Figure 1. Routed clock nets over the placement (run 1).
The bar under the picture is 20 µm long.
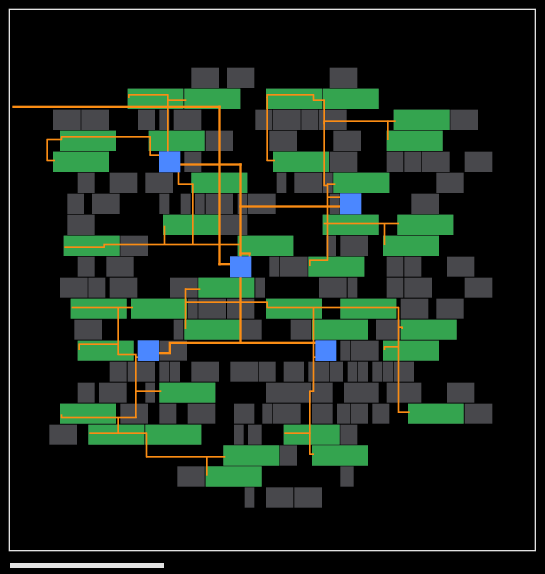
Figure 2. Congestion heat map (run 1).
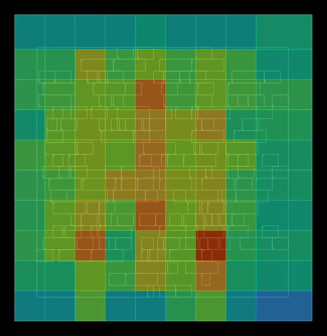
Figure 3. Register map, names as in the netlist (run 1).
The bar under the picture is 20 µm long. Other sequential cells in the stronger gray, the rest of the logic in the fainter gray.
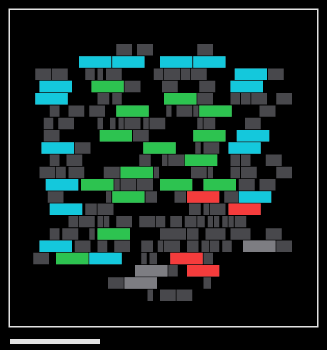
Figure 4. Selected gate families (run 1).
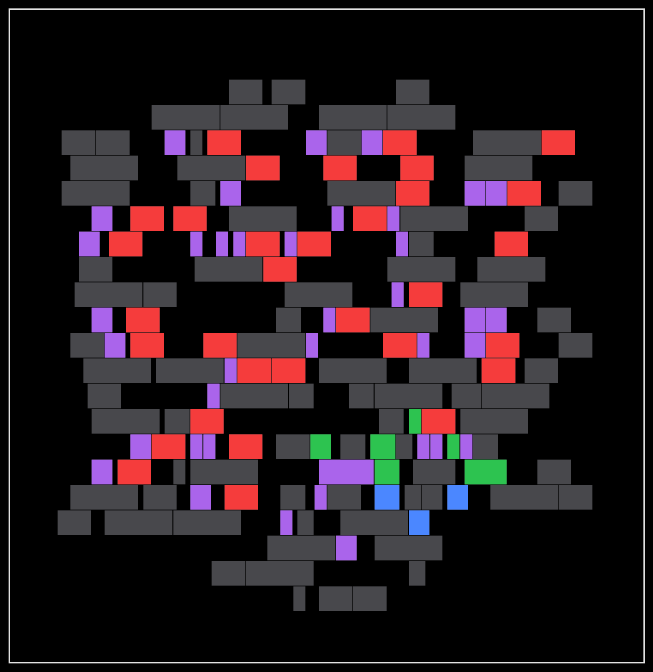
[src/rtl/serial_deserializer.sv]
// Serial-to-parallel receiver, LSB first; optional even-parity frame bit under DESER_PARITY_EN.
// Latency: word valid the cycle after its last bit. A one-word holding register absorbs stalls; a completion into a full register is dropped and flags overrun.
module serial_deserializer #(
    parameter int DATA_WIDTH = 16
) (
    input  logic                  clk,
    input  logic                  resetn,
    input  logic                  din,
    input  logic                  din_en,
    input  logic                  align,
    output logic [DATA_WIDTH-1:0] dout,
    output logic                  dout_valid,
    input  logic                  dout_ready,
    output logic                  busy,
    output logic                  overrun,
    output logic                  parity_err
);

`ifdef DESER_PARITY_EN
    localparam int FRAME_LEN = DATA_WIDTH + 1;
`else
    localparam int FRAME_LEN = DATA_WIDTH;
`endif
    localparam int CNT_W = $clog2(FRAME_LEN);
    localparam logic [CNT_W-1:0] LAST_BIT = CNT_W'(FRAME_LEN - 1);

    logic [FRAME_LEN-1:0] sr_q;
    logic [FRAME_LEN-1:0] sr_shift;
    logic [CNT_W-1:0]     cnt_q;
    logic [CNT_W-1:0]     cnt_next;
    logic                 sample;
    logic                 frame_done;
    logic                 frame_good;
    logic                 hold_free;
    logic                 load;
    logic                 drop;

    always_comb begin
        sr_shift   = {din, sr_q[FRAME_LEN-1:1]};
        sample     = din_en & ~align;
        frame_done = sample && (cnt_q == LAST_BIT);
`ifdef DESER_PARITY_EN
        frame_good = ~^sr_shift;
`else
        frame_good = 1'b1;
`endif
        // A transfer in the completing cycle frees the register for the new word.
        hold_free  = ~dout_valid | dout_ready;
        load       = frame_done & frame_good & hold_free;
        drop       = frame_done & frame_good & ~hold_free;

        cnt_next = cnt_q;
        if (align) begin
            cnt_next = '0;
        end else if (sample) begin
            cnt_next = frame_done ? '0 : cnt_q + 1'b1;
        end
    end

    always_ff @(posedge clk) begin
        if (!resetn) begin
            sr_q       <= '0;
            cnt_q      <= '0;
            busy       <= 1'b0;
            dout       <= '0;
            dout_valid <= 1'b0;
            overrun    <= 1'b0;
        end else begin
            cnt_q <= cnt_next;
            busy  <= (cnt_next != '0);

            if (align) begin
                sr_q <= '0;
            end else if (sample) begin
                sr_q <= sr_shift;
            end

            if (load) begin
                dout       <= sr_shift[DATA_WIDTH-1:0];
                dout_valid <= 1'b1;
            end else if (dout_valid && dout_ready) begin
                dout_valid <= 1'b0;
            end

            if (align) begin
                overrun <= 1'b0;
            end else if (drop) begin
                overrun <= 1'b1;
            end
        end
    end

`ifdef DESER_PARITY_EN
    always_ff @(posedge clk) begin
        if (!resetn) begin
            parity_err <= 1'b0;
        end else begin
            parity_err <= frame_done & ~frame_good;
        end
    end
`else
    assign parity_err = 1'b0;
`endif

endmodule

[config.mk]
export PLATFORM = sky130hd
export DESIGN_NAME = serial_deserializer
export DESIGN_NICKNAME = d
export VERILOG_FILES = /design/src/rtl/serial_deserializer.sv
export SDC_FILE = /design/constraint.sdc
export NUM_CORES = 1
export LEC_CHECK = 0
export CAP_MARGIN = 25
export CORE_AREA = 5 5 63 65
export DETAILED_ROUTE_END_ITERATION = 7
export DIE_AREA = 0 0 68 70
export PLACE_DENSITY = 0.68
export SYNTH_ARGS = -nofsm -noshare
export SYNTH_HDL_FRONTEND = slang
export SYNTH_SLANG_ARGS = --single-unit
[constraint.sdc]
create_clock -name clk -period 3.3 [get_ports clk]
set_input_delay 0.66 -clock clk [delete_from_list [all_inputs] [get_ports clk]]
set_output_delay 0.66 -clock clk [all_outputs]
set_load 0.03 [all_outputs]
==> results.json, run 1 <==
{
  "status": "finished clean",
  "initial_utilization": 0.441,
  "xor_area_frac": 0.00604,
  "hold_depth": 2,
  "diodes": 0,
  "antenna_found_initial": 0,
  "dp_worst_setup_slack_ns": 0.929,
  "area_leaders": "dfxtp_1 (53%), mux2i_1 (22%), nor2b_1 (7.3%)",
  "worstPathCellList": "clkdlybuf4s50_1",
  "slowest_stage": "clkdlybuf4s50_1",
  "first_iter_violations": 18,
  "final_cell_mix": "dfxtp_1 (38), mux2i_1 (32), clkdlybuf4s50_1 (24)",
  "ctsResizeCount": 0,
  "cts.path.max_buffers": 2,
  "top_logic_kind": "multiplexers",
  "die_w_um": 68,
  "yosys_cells": 133,
  "lay_top_count": "dfxtp_1",
  "grt_pass1_wl_mm": 4.27,
  "ant_nets": 0,
  "finalCritPeriodShare": 0.612,
  "ys_chip_area_um2": 1450,
  "ys_seq_share": 0.525,
  "warning_count": 26,
  "max_cap_violations": 0,
  "r2r_slack_ns": 1.65,
  "clock_latency_ns": 0.33,
  "cp_max_fo": 2,
  "placed_area_um2": 1730,
  "drv_slew": 0,
  "fin_area_um2": 1770,
  "leakagePower_nw": 0.637,
  "clock-sinks": 38,
  "r2r_cells": 6,
  "setup_viol": 0,
  "fin_skew_ns": 0.00392,
  "htreeDepth": 2,
  "simple_gate_share": 0.179,
  "mux_share": 0.221,
  "cp.arrival_ns": 1.36,
  "grt_setup_unrepaired": "false",
  "min_to": "overrun",
  "grt_pass1_vias": 932,
  "fin_nets": 168,
  "drt-pass1-iter-count": 4,
  "rr_endpoint": "dout[8]",
  "hold_path.class": "flip-flop to flip-flop",
  "end_kind": "output port",
  "num_io_pins": 26,
  "use_met1": 0.142,
  "syn_avg_cell_area_um2": 10.9,
  "cpPeakStageDelay_ns": 0.69,
  "gr-total-overflow": 0,
  "synth_cell_types": 23,
  "clock-root-buffer": "clkbuf_4",
  "power_density_nw_per_um2": 403,
  "drive_gt1_frac": 0.0683,
  "hold_viol_final": 0,
  "min-delay-start": "overrun",
  "hold_buffers": 0,
  "placementRows": 21,
  "path_clk_slew_ns": 0.10,
  "synthCells": 133,
  "core_area_um2": 3280
}
## Picture notes: Figure 1
legend:
  blue:
    item: cells driving clock nets
    count: 5
  orange:
    item: clock wires
    length: 418 µm
  green:
    item: flip-flops
    count: 38
routed clock nets: 6

## Picture notes: Figure 2
met2 Use GR: 0.178
wire per inst: 12.4 µm
Finished Core Util: 0.539
met3 GRT Util: 0.0609
GR peak layer: met2

## Picture notes: Figure 3
legend:
  red:
    signal: `cnt_q`
    sequential_cells: 4
  cyan:
    signal: `dout`
    sequential_cells: 16
  green:
    signal: `sr_q`
    sequential_cells: 15
not colored: 3

## Picture notes: Figure 4
legend:
  blue:
    family: AND and OR gates
    cells: 3
  purple:
    family: NOR gates
    cells: 38
  red:
    family: multiplexers
    cells: 32
  green:
    family: NAND gates
    cells: 6

run 1: how the worst max path moves through the flow:
stage	from	to	slack, ns
after detailed placement	din_en	busy	0.93
final	overrun	overrun	1.28
after global placement	din_en	busy	1.01
after CTS	overrun	overrun	1.25
after floorplan	din_en	dout[10]	1.60
after global routing	dout[14]	dout[14]	1.21
run 1: where the power goes:
part,switching [mW],leakage (nW),internal (mW)
clock network,0.134,0.0254,0.0804
logic,0.0192,0.305,0.0179
registers,0.00132,0.306,0.460
total,0.155,0.637,0.559
run 1: worst reg2reg max path: stages (launching register included):
cell and delay (ns):
dfxtp_1 0.39, ha_1 0.20, nand4_2 0.17, nor3_4 0.18
buf_4 0.31, mux2i_1 0.24, nor2b_1 0.06
run 1: metal layers:
layer / wire, µm / up-vias
met5: 0 / -
met4: 43 / 0
met3: 177 / 6
met2: 1150 / 25
met1: 1190 / 444
li1: - / 503
run 1: flip-flops by register name, indices dropped and copies added (netlist names):
signal,flops
overrun,1
dout,16
busy,1
sr_q,15
cnt_q,4
dout_valid,1
run 1: kinds of logic after synthesis:
| kind of cell | count (synthesis) |
|---|---|
| simple gates | 47 |
| flops | 38 |
| xor+xnor | 1 |
| fa+ha+maj | 1 |
| mux | 32 |
| other cells | 1 |
| compound gates | 6 |
| buf+inv | 7 |
run 1: cell usage after synthesis (2+ instances only):
cell / n
buf_2: 3
nand2_1: 2
mux2i_1: 32
a21oi_1: 2
nand3b_1: 2
o21ai_0: 2
nor2b_1: 17
or3_1: 2
dfxtp_1: 38
nor2_1: 20
run 1: area by class of cell:
class	instances	area, µm²
multi-input combinational	88	638
clock buffer	7	45.0
timing repair buffer	28	270
fill	308	1510
tap	46	57.6
sequential	38	761
run 1: per-stage QoR:
step | hold slack (ns) | instances | util | total power [mW]
2_1_floorplan | 0.460 | 133 | - | 0.496
3_3_place_gp | 0.457 | 200 | 0.526 | 0.509
3_5_place_dp | 0.485 | 200 | 0.526 | 0.510
4_1_cts | 0.509 | 207 | 0.539 | 0.724
5_1_grt | 0.551 | 207 | 0.539 | 0.750
6_report | 0.494 | 207 | 0.539 | 0.714
Figure 5. Cell classes on the final placement (run 1).
The bar under the picture is 20 µm long.
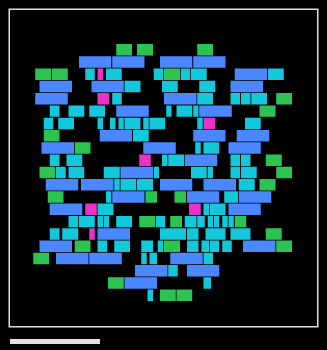

==> run 2: changes to the inputs <==
Clock period 3.3 ns to 2.03 ns, I/O delays scaled along.
Figure 6. Cell classes on the final placement (run 2).
The bar under the picture is 20 µm long.
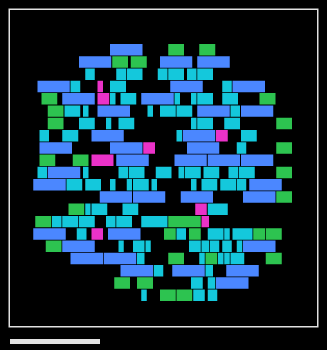
legend:
  green:
    class: other buffers and delay cells
    cells: 29
    share_of_their_area: 17%
  blue:
    class: flops
    cells: 38
    share_of_their_area: 43%
  cyan:
    class: all other logic
    cells: 88
    share_of_their_area: 36%
  magenta:
    class: clock drivers and dummy loads
    cells: 8
    share_of_their_area: 3.4%

==> run 2 against run 1 <==
Against the previous run: sequential share of layout area is 0.83 points lower; flip-flop count stayed put; setup slack worse by 1.0 ns; first-iteration DRC count went up to 2.8 times the previous value; via count is 3.0% lower; total power is 71% higher; highest routed layer unchanged.
==> results.json, run 2 <==
{
  "logic_area_um2": 638,
  "placementRows": 21,
  "slowest_stage": "clkdlybuf4s50_1",
  "synth_top_area_share": 0.525,
  "dp_cells": 201,
  "largest_reg_flops": 16,
  "first_iter_violations": 50,
  "ys_ff": 38,
  "antenna_found_initial": 0,
  "drv_slew": 0,
  "cp.arrival_ns": 1.37,
  "top_cell": "dfxtp_1",
  "end_kind": "output port",
  "max_cap_violations": 0,
  "cpPeakStageDelay_ns": 0.68,
  "grt_pass1_wl_mm": 4.26,
  "ys_seq_share": 0.525,
  "die_w_um": 68,
  "yosys_cells": 133,
  "syn_avg_cell_area_um2": 10.9,
  "core_area_um2": 3280,
  "drive_gt1_frac": 0.0859,
  "grt_pass1_vias": 932,
  "drc_errors": 0,
  "num_io_pins": 26,
  "diodes": 0,
  "grt_setup_unrepaired": "false",
  "clock_latency_ns": 0.34,
  "htreeDepth": 2,
  "async_flop_share": 0,
  "fin_nets": 169,
  "synthCells": 133,
  "seq_area_um2": 761,
  "hpwlAfterDp_mm": 1.76,
  "placed_area_um2": 1750,
  "ant_nets": 0,
  "timing.rr.start": "cnt_q[1]",
  "min-delay-start": "overrun",
  "hold_buffers": 0,
  "fin_skew_ns": 0.00356,
  "setup_tns_ns": 0,
  "clock-root-buffer": "clkbuf_4",
  "edf_count": 0,
  "die_area_um2": 4760,
  "syn_to_final_growth_pct": 24.7,
  "vias_per_cell": 4.54,
  "initial_utilization": 0.441,
  "reg_top3": "dout (16), sr_q (15), cnt_q (4)",
  "final_cell_mix": "dfxtp_1 (38), mux2i_1 (32), clkdlybuf4s50_1 (24)",
  "worst-setup-path-type": "flip-flop to output port",
  "drt-pass1-iter-count": 4,
  "path_clk_slew_ns": 0.10,
  "cts_tree": "done",
  "top_cells_by_count": "dfxtp_1 (38), mux2i_1 (32), nor2_1 (20)",
  "gr-total-overflow": 0,
  "setup_viol": 0,
  "ir_worst_vdd_mv": 0.422,
  "synth_cell_types": 23,
  "cp_top_family": "buffers and inverters",
  "netlist_area_um2": 1450,
  "fp_nets": 140,
  "finalCriticalPeriod_ns": 1.78,
  "port-buffer-count": 24,
  "power_density_nw_per_um2": 674,
  "critPathRequiredTime_ns": 1.62,
  "clock-sinks": 38,
  "cts.path.max_buffers": 2,
  "fmax_mhz": 562,
  "finalCritPeriodShare": 0.876,
  "ctsResizeCount": 0,
  "ys_chip_area_um2": 1450,
  "hold_viol_final": 0,
  "ff_type": "dfxtp_1",
  "status": "finished clean",
  "critPathBufInv": 1,
  "warning_count": 26,
  "regMostFlops": "dout",
  "yosys_warnings": 0,
  "hold_path.class": "flip-flop to flip-flop",
  "largest_area_cell": "dfxtp_1",
  "vias": 949,
  "grt_max_degree": 18,
  "fin_area_um2": 1810,
  "cp_max_fo": 2,
  "area_leaders": "dfxtp_1 (53%), mux2i_1 (22%), nor2b_1 (7.3%)",
  "final_cells": 209,
  "lay_top_count": "dfxtp_1",
  "leakagePower_nw": 0.654,
  "wl_mm": 2.53,
  "worstPathCellList": "clkdlybuf4s50_1",
  "cts_buffers": 5,
  "fill_cells": 299,
  "startpoint": "dout[2]",
  "die_h_um": 70
}
Figure 7. Congestion heat map (run 2).
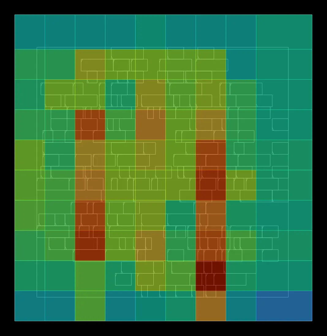
Finished Core Util: 0.550
met2 Use GR: 0.164
wire per inst: 12.1 µm
total track usage: 0.119

[run 2: cell counts after synthesis]
No cell type changed its count.
[run 2: metal layers]
metal / vias to the layer above / part of all wire / global-route usage
met5: - / 0 / 0
met4: 0 / 0.024 / 0.0795
met3: 7 / 0.058 / 0.0449
met2: 22 / 0.43 / 0.164
met1: 414 / 0.49 / 0.152
li1: 506 / - / -
[run 2: area by class of cell]
| type | instances | area share |
|---|---|---|
| repair buffers | 29 | 0.161 |
| multi-input cells | 88 | 0.353 |
| clock buffers | 7 | 0.0305 |
| clock inverters | 1 | 0.00277 |
| flip-flops and latches | 38 | 0.421 |
| well taps | 46 | 0.0319 |
[run 2: per-stage QoR]
| stage | power (mW) | setup slack [ns] | hold WS (ns) |
|---|---|---|---|
| final | 1.22 | 0.252 | 0.479 |
| after global routing | 1.28 | 0.174 | 0.521 |
| after CTS | 1.24 | 0.223 | 0.491 |
| after detailed placement | 0.830 | 0.140 | 0.464 |
| after global placement | 0.829 | 0.185 | 0.459 |
| after floorplan | 0.806 | 0.428 | 0.460 |
[run 2: final timing paths]
check	endpoint	cells after the start	slack, ns
worst max-delay path	dout[2]	1	0.25
worst min-delay path	overrun	2	0.48
worst min register to register	overrun	2	0.48
worst max register to register	dout[0]	6	0.47
[run 2: cells by family (layout without fill, tap and decap cells)]
logic type	after synthesis	count (layout)	synth area share
muxes	32	32	0.221
other	1	1	0.00259
adders and majority gates	1	1	0.00863
AOI/OAI and AO/OA	6	6	0.0233
DFF	38	38	0.525
and+or+nand+nor	47	47	0.179
buffers and inverters	7	37	0.0345
xor gates and xnor gates	1	1	0.00605
[run 2: worst reg2reg max path, delay by kind of cell (launching register included)]
family / cells / cell delay [ns]
fa+ha+maj: 1 / 0.21
buf+inv: 1 / 0.19
flops: 1 / 0.39
mux: 1 / 0.21
simple gates: 3 / 0.46
[run 2: where the power goes]
group | switching, mW | internal, mW
Clock | 0.237 | 0.168
Combinational | 0.0316 | 0.0303
Sequential | 0.00225 | 0.749
Figure 8. Routed clock nets over the placement (run 2).
The bar under the picture is 20 µm long.
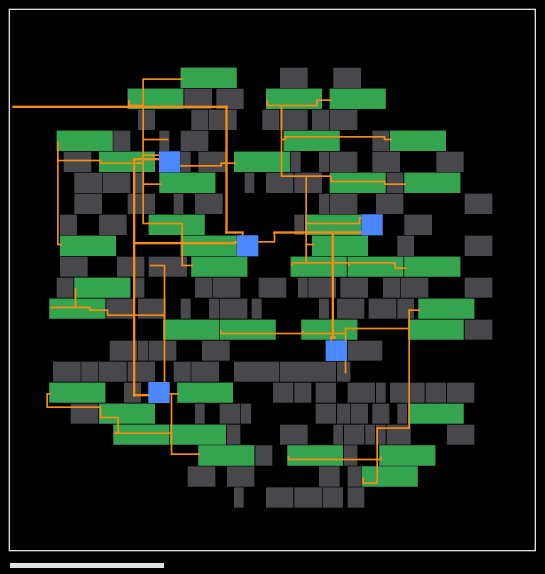

==> run 3: changes to the inputs <==
Settings changed: ABC_AREA set to 1, CAP_MARGIN 25 to not set, PLACE_DENSITY 0.68 to 0.69.
Figure 9. Routed clock nets over the placement (run 3).
The bar under the picture is 20 µm long.
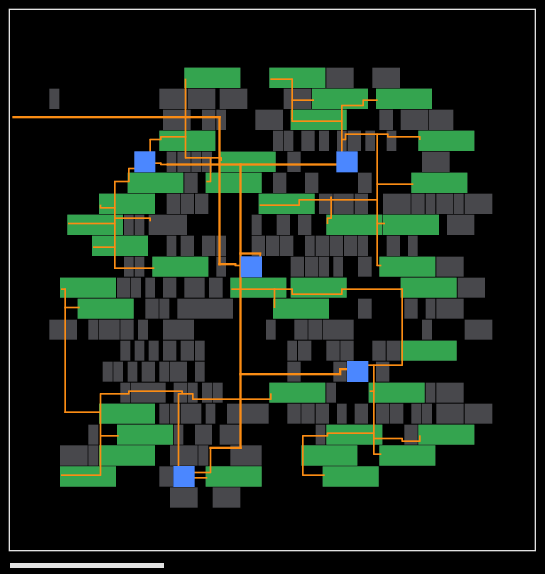
legend:
  orange:
    item: clock wires
    length: 451 µm
  blue:
    item: cells driving clock nets
    count: 5
  green:
    item: flip-flops
    count: 38
routed clock nets: 6

Figure 10. Selected gate families (run 3).
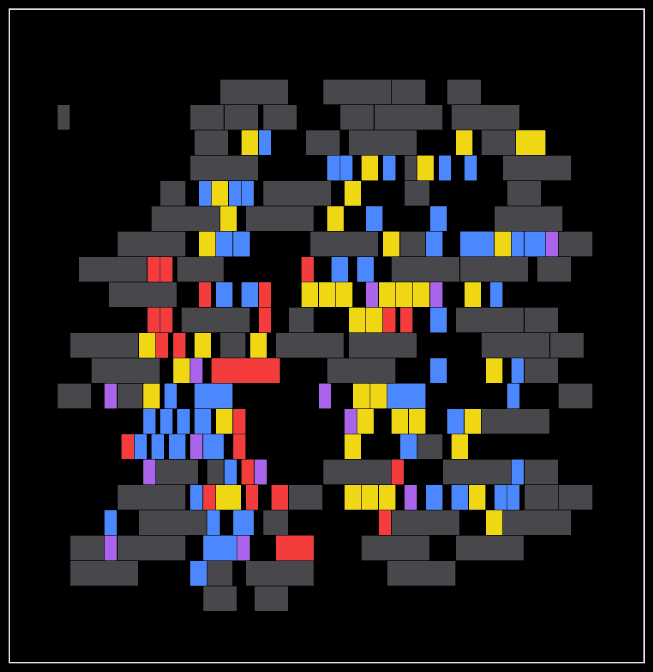
legend:
  yellow:
    family: inverting AOI/OAI gates
    cells: 42
  red:
    family: NOR gates
    cells: 23
  purple:
    family: inverters
    cells: 13
  blue:
    family: NAND gates
    cells: 51

==> run 3 against run 2 <==
Against the previous run: register-to-register slack better by 0.08 ns; combinational power is 16% higher; clock power hardly changed; largest cell class unchanged; highest routed layer unchanged.
==> results.json, run 3 <==
{
  "die_w_um": 68,
  "path_clk_slew_ns": 0.11,
  "end_kind": "output port",
  "leakagePower_nw": 0.690,
  "top_cell": "dfxtp_1",
  "grt_pass1_wl_mm": 4.95,
  "hpwlAfterDp_mm": 2.09,
  "grt_setup_unrepaired": "false",
  "setup_tns_ns": 0,
  "slowest_stage": "clkdlybuf4s50_1",
  "setup_viol": 0,
  "largest_reg_flops": 16,
  "netlist_area_um2": 1470,
  "warning_count": 26,
  "htreeDepth": 2,
  "lay_top_count": "dfxtp_1",
  "vias": 1214,
  "cts_buffers": 5,
  "cp.arrival_ns": 1.40,
  "ff_type": "dfxtp_1",
  "area_leaders": "dfxtp_1 (52%), a21oi_1 (8.2%), nand2_1 (6.6%)",
  "core_area_um2": 3280,
  "p_sw_frac": 0.236,
  "ant_nets": 0,
  "cpPeakStageDelay_ns": 0.69,
  "port-buffer-count": 24,
  "ys_chip_area_um2": 1470,
  "global_route.peak_usage_layer": "met2",
  "syn_avg_cell_area_um2": 8.25,
  "worst-setup-path-type": "flip-flop to output port",
  "regMostFlops": "dout",
  "hold_buffers": 0,
  "met3_usage": 0.0545,
  "final_cell_mix": "dfxtp_1 (38), nand2_1 (26), a21oi_1 (24), clkdlybuf4s50_1 (24), nor2_1 (20)",
  "diodes": 0,
  "die_area_um2": 4760,
  "fin_skew_ns": 0.00666,
  "ctsResizeCount": 0,
  "first_iter_violations": 52,
  "synth_cell_types": 26,
  "initial_utilization": 0.447,
  "status": "finished clean",
  "track_usage": 0.136,
  "ys_ff": 38,
  "fill_cells": 322,
  "grt_pass1_vias": 1128,
  "vias_per_cell": 4.84,
  "ir_worst_vdd_mv": 0.343,
  "async_flop_share": 0,
  "largest_area_cell": "dfxtp_1",
  "p_sw_mw": 0.294,
  "fp_nets": 185,
  "clock_latency_ns": 0.34,
  "p_seq_frac": 0.615,
  "critPathBufInv": 1,
  "antenna_found_initial": 0,
  "edf_count": 0,
  "power_density_nw_per_um2": 696,
  "syn_to_final_growth_pct": 22.0,
  "cts_setup_buffers": 0,
  "die_h_um": 70,
  "fmax_mhz": 555,
  "ys_seq_share": 0.518,
  "clock-sinks": 38,
  "reg_top3": "dout (16), sr_q (15), cnt_q (4)",
  "max_cap_violations": 0,
  "wl_mm": 2.91,
  "internal-power_mw": 0.952,
  "cp_top_family": "buffers and inverters",
  "start_kind": "flip-flop",
  "cts_tree": "done",
  "top_cells_by_count": "dfxtp_1 (38), nand2_1 (26), a21oi_1 (24)",
  "worstPathCellList": "clkdlybuf4s50_1",
  "num_io_pins": 26,
  "placementRows": 21,
  "yosys_warnings": 0,
  "use_met1": 0.156,
  "drt-pass1-iter-count": 4,
  "clock-root-buffer": "clkbuf_4",
  "cp_max_fo": 2,
  "gr-total-overflow": 0,
  "finalPower_mw": 1.25,
  "synth_top_area_share": 0.518,
  "p_comb_frac": 0.058,
  "fin_nets": 211,
  "hold_path.class": "flip-flop to flip-flop",
  "drv_slew": 0,
  "globalplace.congestion": 0.718,
  "finalCriticalPeriod_ns": 1.80,
  "finalCritPeriodShare": 0.888,
  "drive_gt1_frac": 0.0976,
  "power.share.clock": 0.327,
  "cts.path.max_buffers": 2,
  "drc_errors": 0,
  "grt_use_met2": 0.215,
  "synthCells": 178,
  "post_drt_wl_per_cell_um": 11.6,
  "critPathRequiredTime_ns": 1.62,
  "grt_max_degree": 20,
  "yosys_cells": 178,
  "hold_viol_final": 0
}
-- run 3: cell type report --
type	instances	area, µm²	share of cell area
well taps	46	57.6	0.0321
repair buffers	27	263	0.147
inverters	13	48.8	0.0273
clock inverters	1	5.00	0.00280
multi-input cells	119	601	0.335
flip-flops and latches	38	761	0.425
clock buffers	7	55.1	0.0307
-- run 3: worst paths after layout --
| kind | startpoint | depth (start not counted) | endpoint | slack, ns |
|---|---|---|---|---|
| hold / removal | dout[4] | 2 | dout[4] | 0.47 |
| setup / recovery | dout_valid | 1 | dout_valid | 0.23 |
| setup reg to reg | cnt_q[0] | 6 | dout[7] | 0.55 |
| hold reg to reg | dout[4] | 2 | dout[4] | 0.47 |
-- run 3: stage by stage --
| stage | setup slack [ns] | utilization | area, µm² | hold slack [ns] | instances |
|---|---|---|---|---|---|
| detailed placement | 0.170 | 0.527 | 1730 | 0.453 | 243 |
| CTS | 0.203 | 0.545 | 1790 | 0.469 | 251 |
| floorplan | 0.732 | - | 1470 | 0.444 | 178 |
| finish | 0.228 | 0.545 | 1790 | 0.467 | 251 |
| global placement | 0.191 | 0.527 | 1730 | 0.447 | 243 |
| global route | 0.174 | 0.545 | 1790 | 0.485 | 251 |
-- run 3: power by group through the flow --
stage / registers (mW) / logic [mW] / clock network [mW]
after global placement: 0.783 / 0.0703 / 0
after floorplan: 0.784 / 0.0458 / 0
after detailed placement: 0.784 / 0.0721 / 0
after CTS: 0.767 / 0.0729 / 0.423
after global routing: 0.769 / 0.0813 / 0.452
final: 0.767 / 0.0722 / 0.407
-- run 3: cell families after synthesis --
| kind of cell | count (synthesis) | share of synthesized area |
|---|---|---|
| AOI/OAI and AO/OA | 43 | 0.153 |
| adders and majority gates | 1 | 0.00852 |
| buffers and inverters | 21 | 0.0725 |
| DFF | 38 | 0.518 |
| other | 1 | 0.00256 |
| and+or+nand+nor | 74 | 0.246 |
-- run 3: per-layer routing --
layer	share of wire	vias up
met5	0	-
met4	0.019	0
met3	0.057	6
met2	0.47	26
met1	0.46	543
li1	-	639
No activity file was given, so power comes from the tool's default toggle rates.
